**Port wiring**

The bar under the picture is 20 um long.
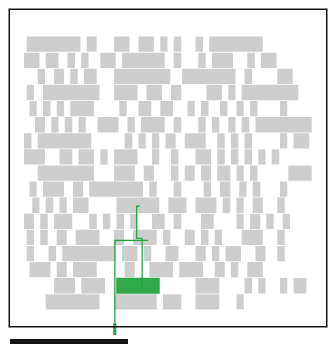
**Wiring by layer**

Two of the layers only.
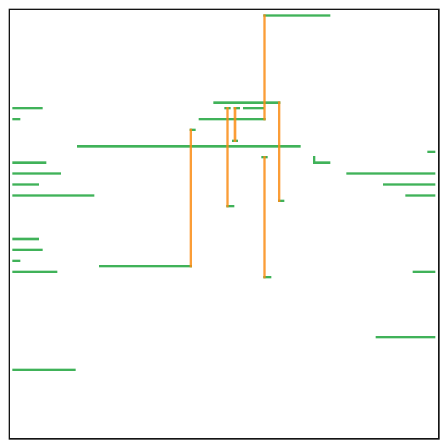
**Metal 2**

The bar under the picture is 20 um long.
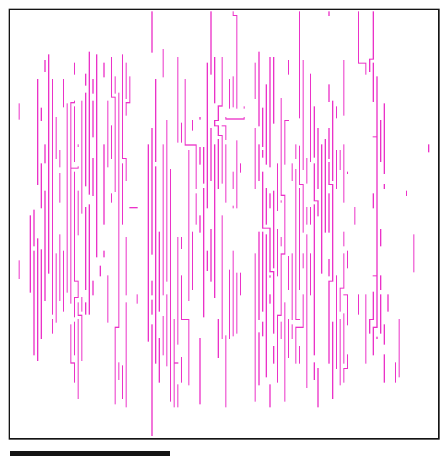
**Wiring heat map**

The die is cut into 11 by 11 equal tiles; white is low, dark blue is high, scaled to the fullest tile. Values are wire area over tile area, all layers added.
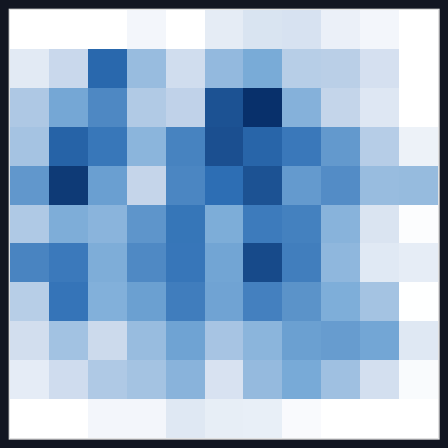
<file path="src/rtl/mode_counter.sv">
// Up/down counter with programmable terminal value, wrap-or-saturate boundary
// behaviour and an enable prescaler. Priority per edge: clear > load > enable.
module mode_counter #(
  parameter int unsigned  W        = 8,
  parameter logic [W-1:0] MAX      = {W{1'b1}},
  parameter bit           SAT      = 1'b0,
  parameter int unsigned  PRESCALE = 1
) (
  input  logic         clk,
  input  logic         reset,
  input  logic         en,
  input  logic         up,
  input  logic         clear,
  input  logic         load,
  input  logic [W-1:0] load_val,
  output logic [W-1:0] cnt,
  output logic         at_max,
  output logic         at_min,
  output logic         wrap
);

  localparam int unsigned   PW       = (PRESCALE > 1) ? $clog2(PRESCALE) : 1;
  localparam logic [PW-1:0] PRE_LAST = PW'(PRESCALE - 1);

  logic [PW-1:0] pre_cnt;
  logic [PW-1:0] pre_next;
  logic [W-1:0]  cnt_next;
  logic          wrap_next;

  // NOTE: every output of this block gets a default before any branch, so no
  // path leaves a signal unassigned and no latch is inferred.
  always_comb begin
    cnt_next  = cnt;
    pre_next  = pre_cnt;
    wrap_next = 1'b0;
    if (clear) begin
      cnt_next = '0;
      pre_next = '0;
    end else if (load) begin
      cnt_next = (load_val > MAX) ? MAX : load_val;
      pre_next = '0;
    end else if (en) begin
      if (pre_cnt != PRE_LAST) begin
        pre_next = pre_cnt + PW'(1);
      end else begin
        // Stepping edge: direction is only sampled here.
        pre_next = '0;
        if (up) begin
          if (cnt != MAX) begin
            cnt_next = cnt + W'(1);
          end else if (!SAT) begin
            cnt_next  = '0;
            wrap_next = 1'b1;
          end
        end else begin
          if (cnt != '0) begin
            cnt_next = cnt - W'(1);
          end else if (!SAT) begin
            cnt_next  = MAX;
            wrap_next = 1'b1;
          end
        end
      end
    end
  end

  // NOTE: state registers use non-blocking assignments so every flop samples
  // the pre-edge values, independent of statement order.
  always_ff @(posedge clk or negedge reset) begin
    if (!reset) begin
      cnt     <= '0;
      pre_cnt <= '0;
      wrap    <= 1'b0;
    end else begin
      cnt     <= cnt_next;
      pre_cnt <= pre_next;
      wrap    <= wrap_next;
    end
  end

  assign at_max = (cnt == MAX);
  assign at_min = (cnt == '0);

endmodule

</file>
<file path="config.mk">
export PLATFORM = sky130hd
export DESIGN_NAME = mode_counter
export DESIGN_NICKNAME = d
export VERILOG_FILES = /design/src/rtl/mode_counter.sv
export SDC_FILE = /design/constraint.sdc
export NUM_CORES = 1
export LEC_CHECK = 0
export ABC_AREA = 1
export CELL_PAD_IN_SITES_DETAIL_PLACEMENT = 1
export CELL_PAD_IN_SITES_GLOBAL_PLACEMENT = 1
export CORE_MARGIN = 2
export CORE_UTILIZATION = 43
export CTS_CLUSTER_SIZE = 40
export DETAILED_ROUTE_END_ITERATION = 16
export DONT_BUFFER_PORTS = 1
export HOLD_SLACK_MARGIN = 0.08
export PLACE_DENSITY = 0.83
export SLEW_MARGIN = 25
export SYNTH_ARGS = -nofsm -noshare
export SYNTH_HDL_FRONTEND = slang
export SYNTH_SLANG_ARGS = --single-unit
</file>
<file path="constraint.sdc">
create_clock -name clk -period 1.5 [get_ports clk]
set_input_delay 0.15 -clock clk [delete_from_list [all_inputs] [get_ports clk]]
set_output_delay 0.15 -clock clk [all_outputs]
set_load 0.02 [all_outputs]
</file>
==> GITHUB_STEP_SUMMARY <==
### Flow metrics

| Metric | Value |
|---|---|
| Outcome | `complete, no violations` |
| Post-route ant nets | `0` |
| Die width | `between 50 and 60 um` |
| Total GRT Usage | `between 20% and 30%` |
| Simple share | `53.58%` |
| Grt ovf | `0` |
| Insertion Delay late pin | `~0.27 ns` |
| Port-buffer cells | `0` |
| Clock skew | `about 0.01 ns` |
| CTS tree | `yes` |
| DRT Pass-1 Iters | `5` |
| Most frequent logic cell in the layout | `nand2_1` |
| Final Worst Setup Slack | `between 0.002 and 0.003 ns` |
| Die area | `about 2800 um^2` |
| Max-Slew Margin vs Limit | `71.35%` |
| Routed vias | `1095` |
| First-pass GRT wire length | `around 5.4 mm` |
| Cell taking the most area after synthesis | `dfrtp_1` |
| Layout cell share with drive strength beyond 1 | `33.33%` |
| Pleak | `between 0.6 and 0.7 nW` |
| Crit path kind | `flop to output pin` |
| Total Power | `between 1 and 1.5 mW` |
| Post-DP Area | `around 1100 um^2` |
| Post-DP HPWL | `about 2.5 mm` |
| Ys cells | `158` |
| FFs w/ async S/R, synth | `100.0%` |
| Dpl cells | `approximately 190` |
| Initial antenna violation count | `0` |
| Worst slew pin tran | `0.4284 ns` |
| FP Core Util | `a little under half` |
| TNS Setup | `0 ns` |
| Number of global-route vias before repair | `1178` |
| Antenna cell count | `0` |
| Peak Freq | `about 0.67 GHz` |
| Area reported by Yosys stat | `about 1000 um^2` |
| Avg Cell Area, Syn | `around 6.6 um^2` |
| DRC | `0` |
| Boundary Pins | `25` |
| Ao+oa area frac | `between 6 and 7%` |
| Die height | `around 53 um` |
| Mapped Area | `roughly 1000 um^2` |
| Nets | `around 200` |
| TritonCTS Sinks | `9` |
| Seq share, synth | `roughly 21%` |
| Seq cells post-synth | `9` |
Notes on 'port wiring' above:
colour	port	direction	edge	end cells	buffers	wire
green	at_min	output	south	1	1	34.6 um

Notes on 'wiring by layer' above:
colour	layer	wire length
green	M3	148 um
orange	M4	73.4 um

Notes on 'metal 2' above:
wire length on this layer	1800 um
main direction	vertical
nets with wire on the layer	165

Notes on 'wiring heat map' above:
tiles over half the peak	35%
nearly empty tiles	12%
fullest tile	0.50
emptiest ninth of the die	north-east

## per-layer routing
metal	global-route usage, %	part of all wire (%)	routed length [um]
met5	0	0	0
met4	8.120	2.1	73
met3	5.650	4.3	148
met2	51.23	52	1802
met1	30.09	41	1424
## timing repair
action,CTS,global route
endpoints found under the hold margin,11,0
pin swaps,4,4
hold buffers,5,0
setup buffers,2,1
gates cloned,0,0
resized,13,10
endpoints found under the setup margin,2,8
## worst paths after layout
kind                        startpoint      to  cells past startpoint
setup reg to reg                cnt[0]  cnt[6]                     10
min in group asynchronous        reset  cnt[3]                      1
max in group asynchronous        reset  cnt[4]                      1
setup / recovery                cnt[2]  at_min                      5
hold / removal             load_val[1]  cnt[1]                      2
hold reg to reg                 cnt[7]  cnt[7]                      2
## cell type report
type                            count  area, um^2  area share [%]
Clock buffer                        4       26.28           2.008
Tap cell                           28       35.03           2.677
Multi-Input combinational cell    126       740.7           56.60
Timing Repair Buffer               22       212.7           16.25
Sequential cell                     9       231.5           17.69
Inverter                           16       62.56           4.780
## cells by family after synthesis
logic type                 count (synthesis)
DFF                                        9
AOI/OAI and AO/OA                         13
xor gates and xnor gates                   2
adders and majority gates                  3
and+or+nand+nor                          108
buffers and inverters                     23
## synthesized netlist by cell type (4+ instances only)
master	number
nor2_2	4
nand3_1	11
o21ai_1	4
nand3_2	4
nand2_1	54
nor2_1	21
buf_6	6
dfrtp_1	9
inv_1	11
a21oi_1	4
inv_2	5
## through the flow
| stage | hold WS (ns) | util [%] |
|---|---|---|
| finish | 0.09554 | 58.05 |
| global route | 0.09865 | 58.05 |
| CTS | 0.08927 | 56.05 |
| detailed placement | -0.1454 | 50.06 |
| global placement | -0.1454 | 50.06 |
| floorplan | -0.1456 | - |
## flip-flops by register name, summed over array words and instances (netlist names)
signal,flops
wrap,1
cnt,8
## worst max-delay path: stages, from the launching register on
cell and delay (ns):
dfrtp_2 0.47, buf_6 0.15, nor2_8 0.08, nand2_4 0.08
nor2_8 0.16, buf_6 0.14
## report_power, final
part | internal, mW | switching (mW)
Sequential | 0.267 | 0.0571
Clock | 0.103 | 0.0935
Combinational | 0.205 | 0.285
Power figures rest on the tool's default switching activity, not on a simulated workload.
